Figure 1. Clock distribution.
The bar under the picture is 50 µm long.
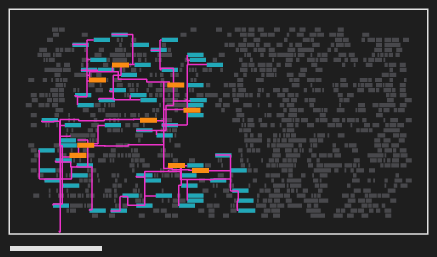
Figure 2. Routed metal per tile.
23 x 12 tiles, from dark blue (low) to red (high), scaled to the fullest tile. Values are wire area over tile area, all layers added.
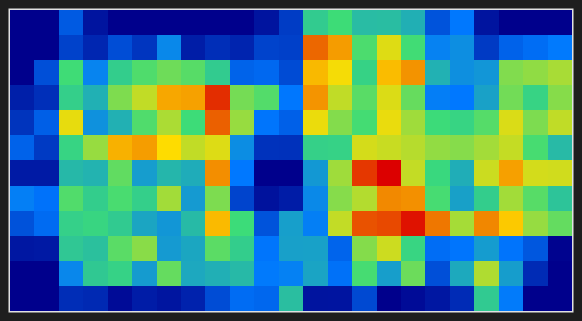
Figure 3. Placement view.
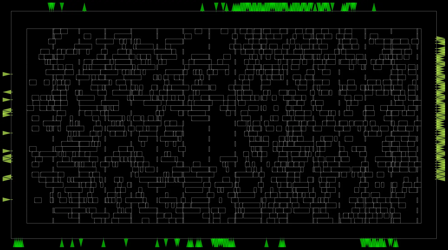
Figure 4. Register map, names as in the netlist.
The bar under the picture is 50 µm long. Other sequential cells in the stronger gray, the rest of the logic in the fainter gray.
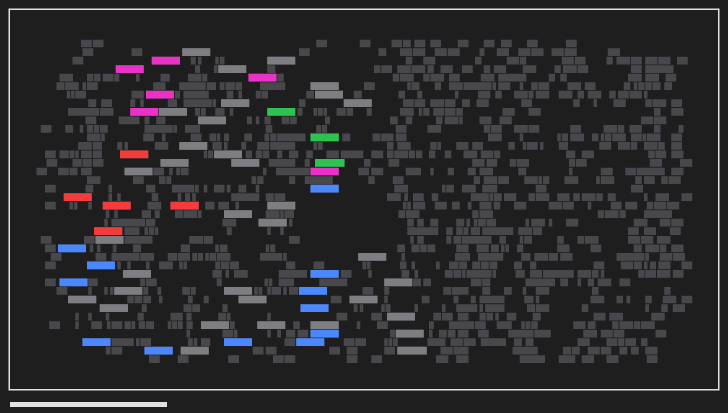
Figure 5. Sizing map.
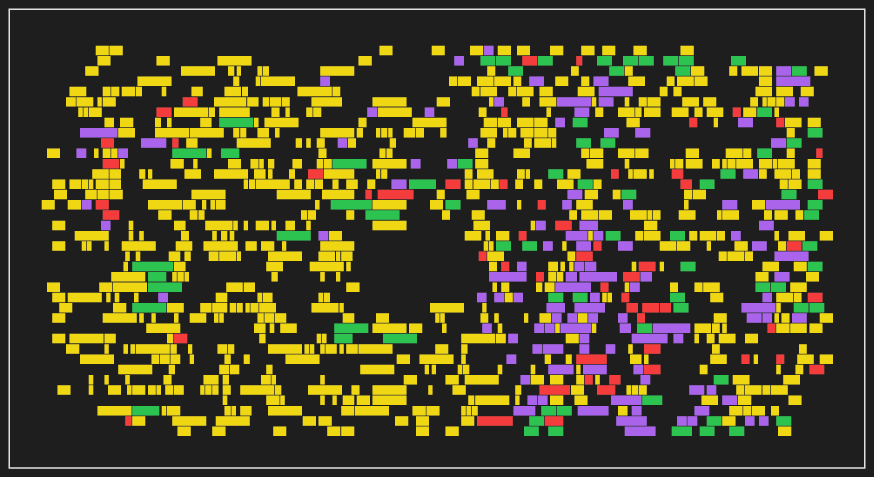
$ cat config.mk
export PLATFORM = sky130hd
export DESIGN_NAME = sprite_draw_engine_flat
export DESIGN_NICKNAME = d
export VERILOG_FILES = /design/src/rtl/chip8_pkg.sv /design/src/rtl/sprite_draw_engine_if.sv /design/src/rtl/sprite_row_xor.sv /design/src/rtl/sprite_draw_engine.sv /design/src/flat_wrapper.sv
export SDC_FILE = /design/constraint.sdc
export NUM_CORES = 1
export LEC_CHECK = 0
export CAP_MARGIN = 15
export CELL_PAD_IN_SITES_DETAIL_PLACEMENT = 0
export CELL_PAD_IN_SITES_GLOBAL_PLACEMENT = 2
export CORE_ASPECT_RATIO = 0.5
export CORE_MARGIN = 8
export CORE_UTILIZATION = 26
export CTS_CLUSTER_SIZE = 12
export DETAILED_ROUTE_END_ITERATION = 8
export GPL_TIMING_DRIVEN = 1
export PLACE_DENSITY_LB_ADDON = 0.1
export SETUP_SLACK_MARGIN = 0.3
export SYNTH_ARGS = -nofsm -noshare
export SYNTH_HDL_FRONTEND = slang
export SYNTH_SLANG_ARGS = --single-unit
$ cat constraint.sdc
create_clock -name clock -period 4.2 [get_ports clock]
set_input_delay 1.26 -clock clock [delete_from_list [all_inputs] [get_ports clock]]
set_output_delay 1.26 -clock clock [all_outputs]
set_load 0.02 [all_outputs]
$ cat src/rtl/chip8_pkg.sv
// Shared framebuffer geometry, draw-engine state encoding and the row-clip helper.
package chip8_pkg;

   localparam int FB_ROWS  = 32;
   localparam int FB_COLS  = 64;
   localparam int FB_ROW_W = 5;
   localparam logic [11:0] FONT_BASE = 12'h050;

   typedef enum logic [2:0] {
      ST_IDLE,
      ST_CLR,
      ST_RD,
      ST_WR,
      ST_DONE
   } draw_state_e;

   // Rows actually drawn: sprite height clipped at the bottom edge (room = rows below y0).
   function automatic logic [5:0] clip_rows(input logic [3:0] n, input logic [5:0] room);
      return ({2'b00, n} < room) ? {2'b00, n} : room;
   endfunction

endpackage

$ cat src/rtl/sprite_draw_engine_if.sv
// CPU request/status, sprite RAM read port and framebuffer row port of the draw engine.
interface sprite_draw_engine_if
   import chip8_pkg::*;
#(
   parameter int ADDR_W  = 12,
   parameter int FB_COLS = 64
);

   logic                draw_start;
   logic                clear_start;
   logic [7:0]          sprite_x;
   logic [7:0]          sprite_y;
   logic [3:0]          sprite_n;
   logic [ADDR_W-1:0]   sprite_addr;
   logic                busy;
   logic                done;
   logic                collision;

   logic                ram_rd_en;
   logic [ADDR_W-1:0]   ram_rd_addr;
   logic [7:0]          ram_rd_data;

   logic [FB_ROW_W-1:0] fb_addr;
   logic                fb_rd_en;
   logic [FB_COLS-1:0]  fb_rd_data;
   logic                fb_we;
   logic [FB_COLS-1:0]  fb_wr_data;

   modport master (
      input  draw_start, clear_start, sprite_x, sprite_y, sprite_n, sprite_addr,
      output busy, done, collision,
      output ram_rd_en, ram_rd_addr,
      input  ram_rd_data,
      output fb_addr, fb_rd_en, fb_we, fb_wr_data,
      input  fb_rd_data
   );

   modport slave (
      output draw_start, clear_start, sprite_x, sprite_y, sprite_n, sprite_addr,
      input  busy, done, collision,
      input  ram_rd_en, ram_rd_addr,
      output ram_rd_data,
      input  fb_addr, fb_rd_en, fb_we, fb_wr_data,
      output fb_rd_data
   );

endinterface

$ cat src/rtl/sprite_row_xor.sv
// Places one sprite byte at column x0 in a framebuffer row (right edge clipped, no wrap),
// XORs it in and flags any lit pixel that the sprite turns off.
module sprite_row_xor
   import chip8_pkg::*;
#(
   parameter int FB_COLS = 64,
   parameter int X_W     = 6
) (
   input  logic [FB_COLS-1:0] old_row,
   input  logic [7:0]         sprite_byte,
   input  logic [X_W-1:0]     x0,
   output logic [FB_COLS-1:0] new_row,
   output logic               hit
);

   logic [FB_COLS-1:0] mask;

   // Column 0 is the row MSB, so a right shift moves pixels rightwards and drops overflow.
   always_comb begin
      mask    = {sprite_byte, {(FB_COLS-8){1'b0}}} >> x0;
      new_row = old_row ^ mask;
      hit     = |(old_row & mask);
   end

endmodule

$ cat src/rtl/sprite_draw_engine.sv
// Draw (Dxyn) and clear sequencer for the 64x32 framebuffer: one read/write pair per sprite row,
// draw done at accept+2m+1, clear done at accept+33; requests outside IDLE are dropped.
module sprite_draw_engine
   import chip8_pkg::*;
#(
   parameter int FB_ROWS = 32,
   parameter int FB_COLS = 64,
   parameter int ADDR_W  = 12
) (
   input logic           clock,
   input logic           resetN,
   sprite_draw_engine_if.master bus
);

   localparam int ROW_W = $clog2(FB_ROWS);
   localparam int X_W   = $clog2(FB_COLS);

   draw_state_e         state_q, state_d;
   logic [X_W-1:0]      x0_q, x0_d;
   logic [ROW_W-1:0]    y0_q, y0_d;
   logic [5:0]          m_q, m_d;
   logic [5:0]          r_q, r_d;
   logic [ADDR_W-1:0]   i_q, i_d;
   logic                collision_q, collision_d;
   logic                busy_q, busy_d;
   logic                done_q, done_d;
   logic                ram_rd_en_q, ram_rd_en_d;
   logic [ADDR_W-1:0]   ram_rd_addr_q, ram_rd_addr_d;
   logic                fb_rd_en_q, fb_rd_en_d;
   logic                fb_we_q, fb_we_d;
   logic [ROW_W-1:0]    fb_addr_q, fb_addr_d;

   logic [5:0]          r_nxt;
   logic [5:0]          room;
   logic [5:0]          m_new;
   logic [FB_COLS-1:0]  new_row;
   logic                hit;

   sprite_row_xor #(
      .FB_COLS (FB_COLS),
      .X_W     (X_W)
   ) u_row_xor (
      .old_row     (bus.fb_rd_data),
      .sprite_byte (bus.ram_rd_data),
      .x0          (x0_q),
      .new_row     (new_row),
      .hit         (hit)
   );

   // Strobes and addresses are computed for the state being entered so they leave a flop.
   always_comb begin
      state_d       = state_q;
      x0_d          = x0_q;
      y0_d          = y0_q;
      m_d           = m_q;
      r_d           = r_q;
      i_d           = i_q;
      collision_d   = collision_q;
      done_d        = 1'b0;
      ram_rd_en_d   = 1'b0;
      ram_rd_addr_d = '0;
      fb_rd_en_d    = 1'b0;
      fb_we_d       = 1'b0;
      fb_addr_d     = '0;
      r_nxt         = r_q + 6'd1;
      room          = 6'(FB_ROWS) - {1'b0, bus.sprite_y[ROW_W-1:0]};
      m_new         = clip_rows(bus.sprite_n, room);

      case (state_q)
         ST_IDLE: begin
            if (bus.clear_start) begin
               state_d     = ST_CLR;
               r_d         = '0;
               collision_d = 1'b0;
               fb_we_d     = 1'b1;
            end else if (bus.draw_start) begin
               x0_d        = bus.sprite_x[X_W-1:0];
               y0_d        = bus.sprite_y[ROW_W-1:0];
               m_d         = m_new;
               r_d         = '0;
               i_d         = bus.sprite_addr;
               collision_d = 1'b0;
               if (m_new == 6'd0) begin
                  state_d = ST_DONE;
                  done_d  = 1'b1;
               end else begin
                  state_d       = ST_RD;
                  ram_rd_en_d   = 1'b1;
                  ram_rd_addr_d = bus.sprite_addr;
                  fb_rd_en_d    = 1'b1;
                  fb_addr_d     = bus.sprite_y[ROW_W-1:0];
               end
            end
         end
         ST_CLR: begin
            if (r_q == 6'(FB_ROWS-1)) begin
               state_d = ST_DONE;
               done_d  = 1'b1;
            end else begin
               r_d       = r_nxt;
               fb_we_d   = 1'b1;
               fb_addr_d = r_nxt[ROW_W-1:0];
            end
         end
         ST_RD: begin
            state_d   = ST_WR;
            fb_we_d   = 1'b1;
            fb_addr_d = fb_addr_q;
         end
         ST_WR: begin
            collision_d = collision_q | hit;
            r_d         = r_nxt;
            if (r_nxt == m_q) begin
               state_d = ST_DONE;
               done_d  = 1'b1;
            end else begin
               state_d       = ST_RD;
               ram_rd_en_d   = 1'b1;
               ram_rd_addr_d = i_q + ADDR_W'(r_nxt);
               fb_rd_en_d    = 1'b1;
               fb_addr_d     = y0_q + r_nxt[ROW_W-1:0];
            end
         end
         ST_DONE: begin
            state_d = ST_IDLE;
         end
         default: begin
            state_d = ST_IDLE;
         end
      endcase

      busy_d = (state_d != ST_IDLE);
   end

   always_ff @(posedge clock or negedge resetN) begin
      if (!resetN) begin
         state_q       <= ST_IDLE;
         x0_q          <= '0;
         y0_q          <= '0;
         m_q           <= '0;
         r_q           <= '0;
         i_q           <= '0;
         collision_q   <= 1'b0;
         busy_q        <= 1'b0;
         done_q        <= 1'b0;
         ram_rd_en_q   <= 1'b0;
         ram_rd_addr_q <= '0;
         fb_rd_en_q    <= 1'b0;
         fb_we_q       <= 1'b0;
         fb_addr_q     <= '0;
      end else begin
         state_q       <= state_d;
         x0_q          <= x0_d;
         y0_q          <= y0_d;
         m_q           <= m_d;
         r_q           <= r_d;
         i_q           <= i_d;
         collision_q   <= collision_d;
         busy_q        <= busy_d;
         done_q        <= done_d;
         ram_rd_en_q   <= ram_rd_en_d;
         ram_rd_addr_q <= ram_rd_addr_d;
         fb_rd_en_q    <= fb_rd_en_d;
         fb_we_q       <= fb_we_d;
         fb_addr_q     <= fb_addr_d;
      end
   end

   assign bus.busy        = busy_q;
   assign bus.done        = done_q;
   assign bus.collision   = collision_q;
   assign bus.ram_rd_en   = ram_rd_en_q;
   assign bus.ram_rd_addr = ram_rd_addr_q;
   assign bus.fb_rd_en    = fb_rd_en_q;
   assign bus.fb_we       = fb_we_q;
   assign bus.fb_addr     = fb_addr_q;
   // Row data arrives one cycle after the read, so the write word is formed combinationally in WR.
   assign bus.fb_wr_data  = (state_q == ST_WR) ? new_row : '0;

endmodule

$ cat src/flat_wrapper.sv
// flat-port wrapper written by rule: the top's interface ports become plain ports
module sprite_draw_engine_flat import chip8_pkg::*;
#(
   parameter int FB_ROWS = 32,
   parameter int FB_COLS = 64,
   parameter int ADDR_W  = 12
)
  (clock, resetN, bus_draw_start, bus_clear_start, bus_sprite_x, bus_sprite_y, bus_sprite_n, bus_sprite_addr, bus_busy, bus_done, bus_collision, bus_ram_rd_en, bus_ram_rd_addr, bus_ram_rd_data, bus_fb_addr, bus_fb_rd_en, bus_fb_we, bus_fb_wr_data, bus_fb_rd_data);
  sprite_draw_engine_if #(.ADDR_W(ADDR_W), .FB_COLS(FB_COLS)) bus_i ();
  input logic clock;
  input logic resetN;
  input wire logic [$bits(bus_i.draw_start)-1:0] bus_draw_start;
  input wire logic [$bits(bus_i.clear_start)-1:0] bus_clear_start;
  input wire logic [$bits(bus_i.sprite_x)-1:0] bus_sprite_x;
  input wire logic [$bits(bus_i.sprite_y)-1:0] bus_sprite_y;
  input wire logic [$bits(bus_i.sprite_n)-1:0] bus_sprite_n;
  input wire logic [$bits(bus_i.sprite_addr)-1:0] bus_sprite_addr;
  output wire logic [$bits(bus_i.busy)-1:0] bus_busy;
  output wire logic [$bits(bus_i.done)-1:0] bus_done;
  output wire logic [$bits(bus_i.collision)-1:0] bus_collision;
  output wire logic [$bits(bus_i.ram_rd_en)-1:0] bus_ram_rd_en;
  output wire logic [$bits(bus_i.ram_rd_addr)-1:0] bus_ram_rd_addr;
  input wire logic [$bits(bus_i.ram_rd_data)-1:0] bus_ram_rd_data;
  output wire logic [$bits(bus_i.fb_addr)-1:0] bus_fb_addr;
  output wire logic [$bits(bus_i.fb_rd_en)-1:0] bus_fb_rd_en;
  output wire logic [$bits(bus_i.fb_we)-1:0] bus_fb_we;
  output wire logic [$bits(bus_i.fb_wr_data)-1:0] bus_fb_wr_data;
  input wire logic [$bits(bus_i.fb_rd_data)-1:0] bus_fb_rd_data;
  assign bus_i.draw_start = bus_draw_start;
  assign bus_i.clear_start = bus_clear_start;
  assign bus_i.sprite_x = bus_sprite_x;
  assign bus_i.sprite_y = bus_sprite_y;
  assign bus_i.sprite_n = bus_sprite_n;
  assign bus_i.sprite_addr = bus_sprite_addr;
  assign bus_busy = bus_i.busy;
  assign bus_done = bus_i.done;
  assign bus_collision = bus_i.collision;
  assign bus_ram_rd_en = bus_i.ram_rd_en;
  assign bus_ram_rd_addr = bus_i.ram_rd_addr;
  assign bus_i.ram_rd_data = bus_ram_rd_data;
  assign bus_fb_addr = bus_i.fb_addr;
  assign bus_fb_rd_en = bus_i.fb_rd_en;
  assign bus_fb_we = bus_i.fb_we;
  assign bus_fb_wr_data = bus_i.fb_wr_data;
  assign bus_i.fb_rd_data = bus_fb_rd_data;
  sprite_draw_engine #(.FB_ROWS(FB_ROWS), .FB_COLS(FB_COLS), .ADDR_W(ADDR_W)) u_core (.clock(clock), .resetN(resetN), .bus(bus_i));
endmodule
==> results_dict.tcl <==
# flow metrics
set metrics [dict create \
    status "finished, violations left" \
    violations "setup timing" \
    arrival_ns 3.09 \
    worst_setup_path_end_kind "primary output" \
    drtIter0Drc 301 \
    peakVddDrop_mv 0.261 \
    firstDrtPassIters 4 \
    wirelength_um 23300 \
    cap_violations 0 \
    crit_end "bus_fb_wr_data[23]" \
    top_cell "ha_1" \
    setup_ws_ns -0.146 \
    grt_pass1_vias 6083 \
    antenna_found_initial 0 \
    path_max_fanout 3 \
    cts_tree "done" \
    synth.avg_cell_area_um2 8.45 \
    postSynth.asyncResetShare 1.00 \
    met1_usage 0.222 \
    area_delta_synth_final_pct 61.4 \
    r2r_start "u_core.x0_q[1]$_DFFE_PN0P_" \
    worst-r2r-setup-slack_ns 0.83 \
    fillers 2194 \
    fin_nets 1082 \
    maxClockFrequency_mhz 230 \
    cp-start-kind "primary input" \
    numCtsBuffers 9 \
    clk_pin_slew_ns 0.06 \
    hold_start "u_core.i_q[5]$_DFFE_PN0P_" \
    synth.distinct_cells 66 \
    yosysWarnings 0 \
    warning_count 34 \
    grt_max_degree 70 \
    fin_util 0.426 \
    finalCritPeriodShare 1.03 \
    leakage_nw 4.25 \
    fp_util 0.264 \
    critical_path_buf_inv_count 3 \
    wl_per_cell_um 19.4 \
    crit_start "bus_ram_rd_data[3]" \
    yosys_area_mm2 0.00572 \
    register_area_mm2 0.00150 \
    finalSetupViolCount 37 \
    cp.depth 9 \
    htreeDepth 3 \
    path_delay_family "multiplexers" \
    finalMaxSlewViolations 0 \
    pwr-share-seq 0.168 \
    die_h_um 121 \
    drc_errors 0 \
    io_pins 195 \
    combGateArea_mm2 0.00449 \
    viasPerCell 4.83 \
    worstHoldEndpoint "u_core.i_q[5]$_DFFE_PN0P_" \
    overflow 0 \
    top_usage_layer "met2" \
    synth_top_cell_by_area "dfrtp_1" \
    tightest_slew_ns 1.02 \
    synth.top_cell.area_share 0.263 \
    clk_path_buf_depth 2 \
    cp_data_required_time_ns 2.94 \
    p_clk_frac 0.127 \
    ant_nets 0 \
    slew_headroom 0.321 \
    root_buffer "clkbuf_16" \
    yosysSeqAreaShare 0.263 \
    use_met3 0.0358 \
]
Notes on Figure 1 above:
[magenta] clock wires | length: 1050 µm
[cyan] flip-flops | count: 60
[orange] clock drivers | count: 9
routed clock nets	10
clock network power: 834 µW
Skew-Pair Late Insertion Delay: 0.33 ns

Notes on Figure 2 above:
nearly empty tiles	9.1%
mean over tiles	0.13
tiles over half the peak	37%
fullest tile	0.34

Notes on Figure 3 above:
Finished Layout Cells: 1199
number of core rows: 38
Core ar.: 0.0216 mm²
registers: 60
tap cell count: 300

Notes on Figure 4 above:
color	name in the netlist	sequential cells
red	u_core.y0_q	5
blue	u_core.bus.ram_rd_addr	12
green	u_core.state_q	3
magenta	u_core.m_q	6
not colored	34

Notes on Figure 5 above:
color	size	cells	most used
green	_6 and larger	75	buf_6
red	_2 cells	56	nor2_2
purple	_3 and _4 cells	113	buf_4
yellow	_0 and _1 cells	654	clkdlybuf4s50_1

through the flow:
stage          worst slack (ns)  setup TNS, ns  power, mW  hold WS [ns]  cell area [µm²]
2_1_floorplan             0.224              0       3.40         0.452             5810
3_3_place_gp              -1.10         -56.27       5.21         0.468             8300
3_5_place_dp              -1.10         -56.75       5.21         0.476             8300
4_1_cts                  -0.195          -3.62       6.40         0.494             8950
5_1_grt                  -0.201          -6.09       7.07         0.509             9220
6_report                 -0.146          -2.40       6.55         0.483             9230
sequential cells by signal (all words and copies together) (netlist names), 3 cells and up:
name and flops:
u_core.bus.fb_addr 5, u_core.bus.ram_rd_addr 12, u_core.i_q 12, u_core.x0_q 6, u_core.r_q 6, u_core.y0_q 5
u_core.state_q 3, u_core.m_q 6
power by group through the flow:
stage,registers [mW],clock network (mW),logic (mW)
floorplan,1.02,0,2.38
global placement,1.09,0,4.12
detailed placement,1.10,0,4.11
CTS,1.10,0.856,4.45
global route,1.15,0.885,5.03
finish,1.10,0.834,4.62
metal layers:
metal | up-vias | routed length (µm)
met1 | 2769 | 10900
li1 | 2885 | -
met5 | - | 0
met4 | 0 | 340
met3 | 21 | 1180
met2 | 119 | 10900
kinds of logic after synthesis:
logic type | count (synthesis) | share of synthesized area
XOR/XNOR | 19 | 0.0416
AND-OR/OR-AND | 109 | 0.138
flip-flops | 60 | 0.263
multiplexers | 25 | 0.0488
buffers and inverters | 70 | 0.0488
adder cells (fa/ha/maj) | 81 | 0.180
AND/OR/NAND/NOR | 312 | 0.280
layout make-up:
class                      instances  area share
clock buffer                      12      0.0289
antenna                            1    0.000271
inverter                          30      0.0122
clock inverter                     4     0.00760
tap                              300      0.0407
multi-input combinational        546       0.487
sequential                        60       0.163
timing repair buffer             246       0.261
Power and IR drop assume default switching activity.
